$ cat src/rtl/mem_access_stage.sv
// mem_access_stage: MEM-stage dcache sequencer for LC-3b loads, stores, indirects and TRAP.
// Define MEM_STALL_CNT_EN to add the saturating stall_cycles counter output.
module mem_access_stage #(
  parameter int ADDR_W = 16
) (
  input  logic              clk,
  input  logic              reset_n,
  input  logic              valid_in,
  input  logic [3:0]        opcode_in,
  input  logic [ADDR_W-1:0] addr_in,
  input  logic [ADDR_W-1:0] store_data_in,
  output logic [ADDR_W-1:0] mem_address,
  output logic              mem_read,
  output logic              mem_write,
  output logic [1:0]        mem_byte_enable,
  output logic [ADDR_W-1:0] mem_wdata,
  input  logic [ADDR_W-1:0] mem_rdata,
  input  logic              mem_resp,
  output logic [ADDR_W-1:0] load_data,
  output logic              load_valid,
  output logic              stall_pipeline
`ifdef MEM_STALL_CNT_EN
  ,
  output logic [15:0]       stall_cycles
`endif
);
  localparam logic [3:0] LDB = 4'b0010, STB = 4'b0011, LDR = 4'b0110, STR = 4'b0111;
  localparam logic [3:0] LDI = 4'b1010, STI = 4'b1011, TRAP = 4'b1111;
  typedef enum logic [1:0] {IDLE, ACC1, ACC2, DONE} state_t;
  state_t state;
  logic [3:0] op;
  logic a0;
  logic accept, st_in, ind, ld;
  logic [ADDR_W-1:0] fin;
  assign accept = valid_in && (opcode_in inside {LDR, LDB, LDI, STR, STB, STI, TRAP});
  assign st_in = opcode_in inside {STR, STB};
  assign ind = op inside {LDI, STI};
  assign ld = op inside {LDR, LDB, LDI, TRAP};
  assign fin = (op == LDB) ? {8'h00, a0 ? mem_rdata[15:8] : mem_rdata[7:0]} : mem_rdata;
  assign stall_pipeline = (state == IDLE && accept) || state == ACC1 || state == ACC2;
  always_ff @(posedge clk or negedge reset_n) begin
    if (!reset_n) begin
      state <= IDLE;
      op <= 4'b0000;
      a0 <= 1'b0;
      mem_address <= '0;
      mem_read <= 1'b0;
      mem_write <= 1'b0;
      mem_byte_enable <= 2'b00;
      mem_wdata <= '0;
      load_data <= '0;
      load_valid <= 1'b0;
    end else begin
      case (state)
        IDLE: if (accept) begin
          state <= ACC1;
          op <= opcode_in;
          a0 <= addr_in[0];
          mem_address <= {addr_in[ADDR_W-1:1], 1'b0};
          mem_read <= !st_in;
          mem_write <= st_in;
          mem_byte_enable <= (opcode_in == STB) ? (addr_in[0] ? 2'b10 : 2'b01) : 2'b11;
          mem_wdata <= (opcode_in == STB) ? {2{store_data_in[7:0]}} : store_data_in;
        end
        ACC1: if (mem_resp) begin
          if (ind) begin
            state <= ACC2;
            mem_address <= {mem_rdata[ADDR_W-1:1], 1'b0};
            mem_read <= op == LDI;
            mem_write <= op == STI;
            mem_byte_enable <= 2'b11;
          end else begin
            state <= DONE;
            mem_read <= 1'b0;
            mem_write <= 1'b0;
            mem_byte_enable <= 2'b00;
            if (ld) load_data <= fin;
            load_valid <= ld;
          end
        end
        ACC2: if (mem_resp) begin
          state <= DONE;
          mem_read <= 1'b0;
          mem_write <= 1'b0;
          mem_byte_enable <= 2'b00;
          if (ld) load_data <= fin;
          load_valid <= ld;
        end
        default: begin
          state <= IDLE;
          load_valid <= 1'b0;
        end
      endcase
    end
  end
`ifdef MEM_STALL_CNT_EN
  always_ff @(posedge clk or negedge reset_n)
    if (!reset_n) stall_cycles <= 16'h0000;
    else if (stall_pipeline && stall_cycles != 16'hFFFF) stall_cycles <= stall_cycles + 16'h0001;
`endif
endmodule
$ cat config.mk
export PLATFORM = sky130hd
export DESIGN_NAME = mem_access_stage
export DESIGN_NICKNAME = d
export VERILOG_FILES = /design/src/rtl/mem_access_stage.sv
export SDC_FILE = /design/constraint.sdc
export NUM_CORES = 1
export LEC_CHECK = 0
export CORE_ASPECT_RATIO = 0.6
export CORE_MARGIN = 10
export CORE_UTILIZATION = 44
export CTS_CLUSTER_SIZE = 12
export DETAILED_ROUTE_END_ITERATION = 7
export GPL_TIMING_DRIVEN = 0
export PLACE_DENSITY = 0.85
export SYNTH_ARGS = -nofsm -noshare
export SYNTH_HDL_FRONTEND = slang
export SYNTH_SLANG_ARGS = --single-unit
$ cat constraint.sdc
create_clock -name clk -period 3.15 [get_ports clk]
set_input_delay 0.7875 -clock clk [delete_from_list [all_inputs] [get_ports clk]]
set_output_delay 0.7875 -clock clk [all_outputs]
set_load 0.02 [all_outputs]
### Metal layers overlaid

Scale bar: 20 um.
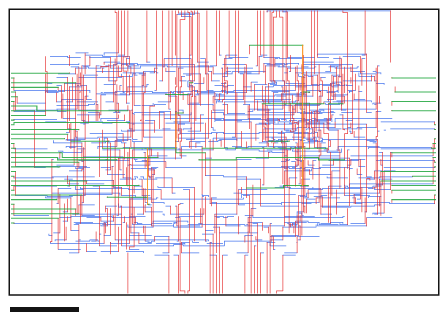
[M2] red | wire length: 3880 um
[M4] orange | wire length: 67.3 um
[M1] blue | wire length: 3640 um
[M3] green | wire length: 801 um

### Pin map

Pins as bars across the die edge, other pins in grey.
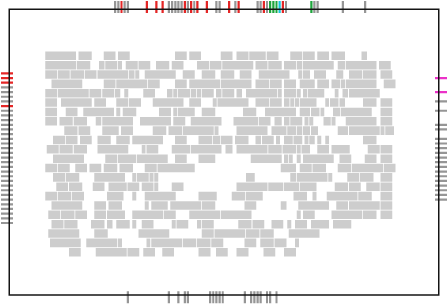
[`mem_byte_enable`] magenta | pins: 2 | direction: output | edge: right
[`opcode_in`] green | pins: 4 | direction: input | edge: top
[`valid_in`] cyan | pins: 1 | direction: input | edge: top
[`mem_wdata`] red | pins: 16 | direction: output | edge: 12 top, 4 left
all pins by edge: 39 top, 33 left, 20 right, 18 bottom

### Clock wires, drivers and flops

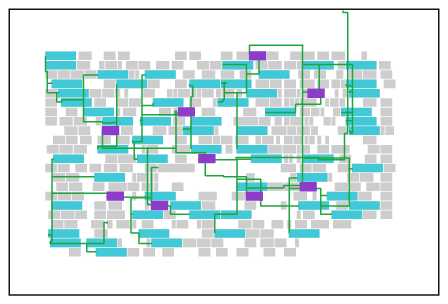
[clock-net drivers] purple | count: 9
[flip-flops] cyan | count: 59
[clock wires] green | length: 838 um
routed clock nets: 10

### I/O nets highlighted

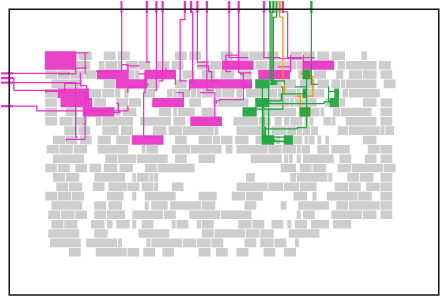
[`valid_in`] orange | bits: 1 | direction: input | edge: top | end cells: 2 | buffers: 1 | wire: 44.6 um
[`opcode_in`] green | bits: 4 | direction: input | edge: top | end cells: 10 | buffers: 4 | wire: 262 um
[`mem_wdata`] magenta | bits: 16 | direction: output | edge: 12 top, 4 left | end cells: 16 | buffers: 16 | wire: 577 um

==> notes.md <==
run results: wire length of the first global-routing pass 13240 um, TritonCTS buffer count 9, maximum clock path buffer count 2, Data required, critical path 3.37 ns, launch point of the critical path opcode_in[0], total non-filler cell area in the finished layout ~4300 um2, share of flip-flops with an asynchronous set or reset 1.000, crit path launch type input port, status complete, no violations, most used cells in the layout excluding fill and tap cells sky130_fd_sc_hd__clkdlybuf4s50_1, sky130_fd_sc_hd__dfrtp_1, sky130_fd_sc_hd__mux2_2, count of hold buffers inserted by post-cts repair 0, dpl cell area a little over 4000 um2, number of max-slew violations in the final report 0, Horiz. Die Dim 124.5 um, class of the most critical setup path in -> reg, vias in the first global route 2409, Routed Antenna Nets 0, ys cells 231, biggest fanout along the worst timing path 10, via/cell ratio between 5 and 6, Clock H-tree levels 3, Sink Count slightly below 60, Die Footprint 10290 um2, r2r setup slk 0.46 ns, floorplan utilization 0.4632, transition time at the pin with the least slew margin 0.7172 ns, cells after synthesis roughly 230, Synth cell types 36, endpoint of the worst-slack reg-to-reg timing path mem_address[8]$_DFFE_PN0P_, clock tree from TritonCTS yes, source of the worst register-to-register timing path state[1]$_DFFE_PN0P_, Fmax 346.6 MHz, Worst Clk Skew 0.006182 ns, most used flip-flop cell sky130_fd_sc_hd__dfrtp_1, total routed wirelength 8389 um, Max-slew headroom 0.5219, vias after detailed routing approximately 2200, Setup-failing EPs final 0, average cell area after synthesis 12.47 um2, VDD IR max 0.0005134 V, fraction of final layout cells sized beyond drive strength 1 0.2472, post-synthesis chip area from yosys 2882 um2, clock latency on the worst-skew pair ~0.34 ns, reported max-cap violation count 0, post-layout net count 411, worst hold path class in -> async, met2 wire length 3883 um, FF-to-FF path depth 9, top-level I/O count 110, most instantiated logic cell after routing sky130_fd_sc_hd__clkdlybuf4s50_1, number of iterations in the first detailed-routing pass 4, number of DRC markers after the initial detailed-route iteration 159, clk slew on worst S/H paths 0.07 ns, number of inserted diodes 0, total number of warnings across the stage logs 29, HPWL after detailed placement ~6600 um, Syn. warnings 0, Core Box Area 6221 um2, time the worst path needs with I/O delays and setup 2.885 ns, endpoint kind of the worst setup timing path flip-flop, count of buffers inserted at the top-level ports 108, pin count of the biggest net entering global routing 34, net count entering floorplan around 290, Mapped Area 2882 um2, Layout Area Growth over Synthesis 48.63%, length of routed wiring on met1 3637 um, flops out of synthesis 59, number of enable-type register cells in the synthesized netlist 0, met3 wire length 800 um, buffer cell driving the clock tree root sky130_fd_sc_hd__clkbuf_8, total number of placement rows 22, WL per Instance 19.07 um, cell area power density 1062 nW/um2, share of the core filled with cells 0.6885, highest routed layer met4, filler cell count in the final layout about 470, global route overflow 0, total global-route track usage 0.1647, routability congestion estimate 0.8425, count of unresolved DRC violations after routing 0, Final Hold Viols 0, y dimension of the die around 83 um, Leakage Power 1.913 nW, Seq/Total Area, Yosys 0.5124, Critical Path Sink mem_address[8]$_DFFE_PN0P_, post-layout period usage 0.9158, initial antenna violation count 0, setup repair after global routing missed its margin false, endpoint arrival time on the critical path 3.11 ns
[layout make-up]
class	count	area [um2]	area share
inverter	12	45.04	0.01052
clock buffer	11	141.4	0.03301
sequential	59	1476	0.3447
multi-input combinational	146	1292	0.3018
buffer	13	63.81	0.01490
clock inverter	5	52.55	0.01227
tap	84	105.1	0.02454
timing repair buffer	110	1106	0.2583
[cells by family after synthesis]
logic type | count (synthesis) | synth area share
flops | 59 | 0.5124
fa+ha+maj | 4 | 0.01737
simple gates | 41 | 0.07209
mux | 80 | 0.3161
buf+inv | 26 | 0.03908
compound gates | 20 | 0.04169
other cells | 1 | 0.001301
[repair_timing]
| action | 4_1_cts | 5_1_grt |
|---|---|---|
| pin swaps | 1 | 0 |
| setup buffers | 1 | 0 |
| endpoints found under the setup margin | 1 | 1 |
| resized | 0 | 1 |
[sequential cells by signal, summed over array words and instances (netlist names)]
signal           cells
mem_read             1
mem_byte_enable      2
a0                   1
load_data           16
mem_write            1
state                2
load_valid           1
mem_address         15
mem_wdata           16
op                   4
[worst max-delay path: stages]
cell and delay, ns:
sky130_fd_sc_hd__clkdlybuf4s50_1 0.53, sky130_fd_sc_hd__nand3b_1 0.17, sky130_fd_sc_hd__a31o_2 0.19, sky130_fd_sc_hd__and2_1 0.12, sky130_fd_sc_hd__clkbuf_1 0.37, sky130_fd_sc_hd__clkbuf_1 0.54, sky130_fd_sc_hd__mux2_2 0.40
[synth_stat cells, drive strengths merged, types with 2 or more instances]
cell type / number / share of area
buf: 7 / 0.014
clkbuf: 7 / 0.0091
dfrtp: 59 / 0.51
ha: 4 / 0.017
inv: 12 / 0.016
mux2: 64 / 0.26
mux2i: 16 / 0.056
nand2: 22 / 0.029
nand3b: 2 / 0.0052
nor2: 4 / 0.0052
o21ai: 11 / 0.019
o22ai: 2 / 0.0043
or4b: 2 / 0.0069
[layer usage]
| layer | track usage | up-vias |
|---|---|---|
| li1 | - | 1048 |
| met1 | 0.1936 | 1082 |
| met2 | 0.2594 | 80 |
| met3 | 0.08079 | 8 |
| met4 | 0.06134 | 0 |
| met5 | 0 | - |
[per-stage QoR]
step | setup TNS (ns) | setup WS, ns | hold slack (ns) | power [mW] | instances
floorplan | 0 | 0.8361 | 0.4788 | 2.797 | 231
global placement | -35.92 | -0.6020 | 0.4635 | 3.835 | 423
global route | 0 | 0.1591 | 0.4918 | 4.854 | 440
finish | 0 | 0.2651 | 0.4649 | 4.549 | 440
CTS | 0 | 0.04858 | 0.4689 | 4.612 | 440
detailed placement | -1.250 | -0.3291 | 0.4725 | 3.917 | 424
[power breakdown]
part           switching [mW]  leakage [nW]  internal (mW)
registers               0.217         0.706           1.15
logic                    1.20          1.11           1.30
clock network           0.301        0.0991          0.383
total                    1.72          1.91           2.83
Power figures rest on the tool's default switching activity, not on a simulated workload.
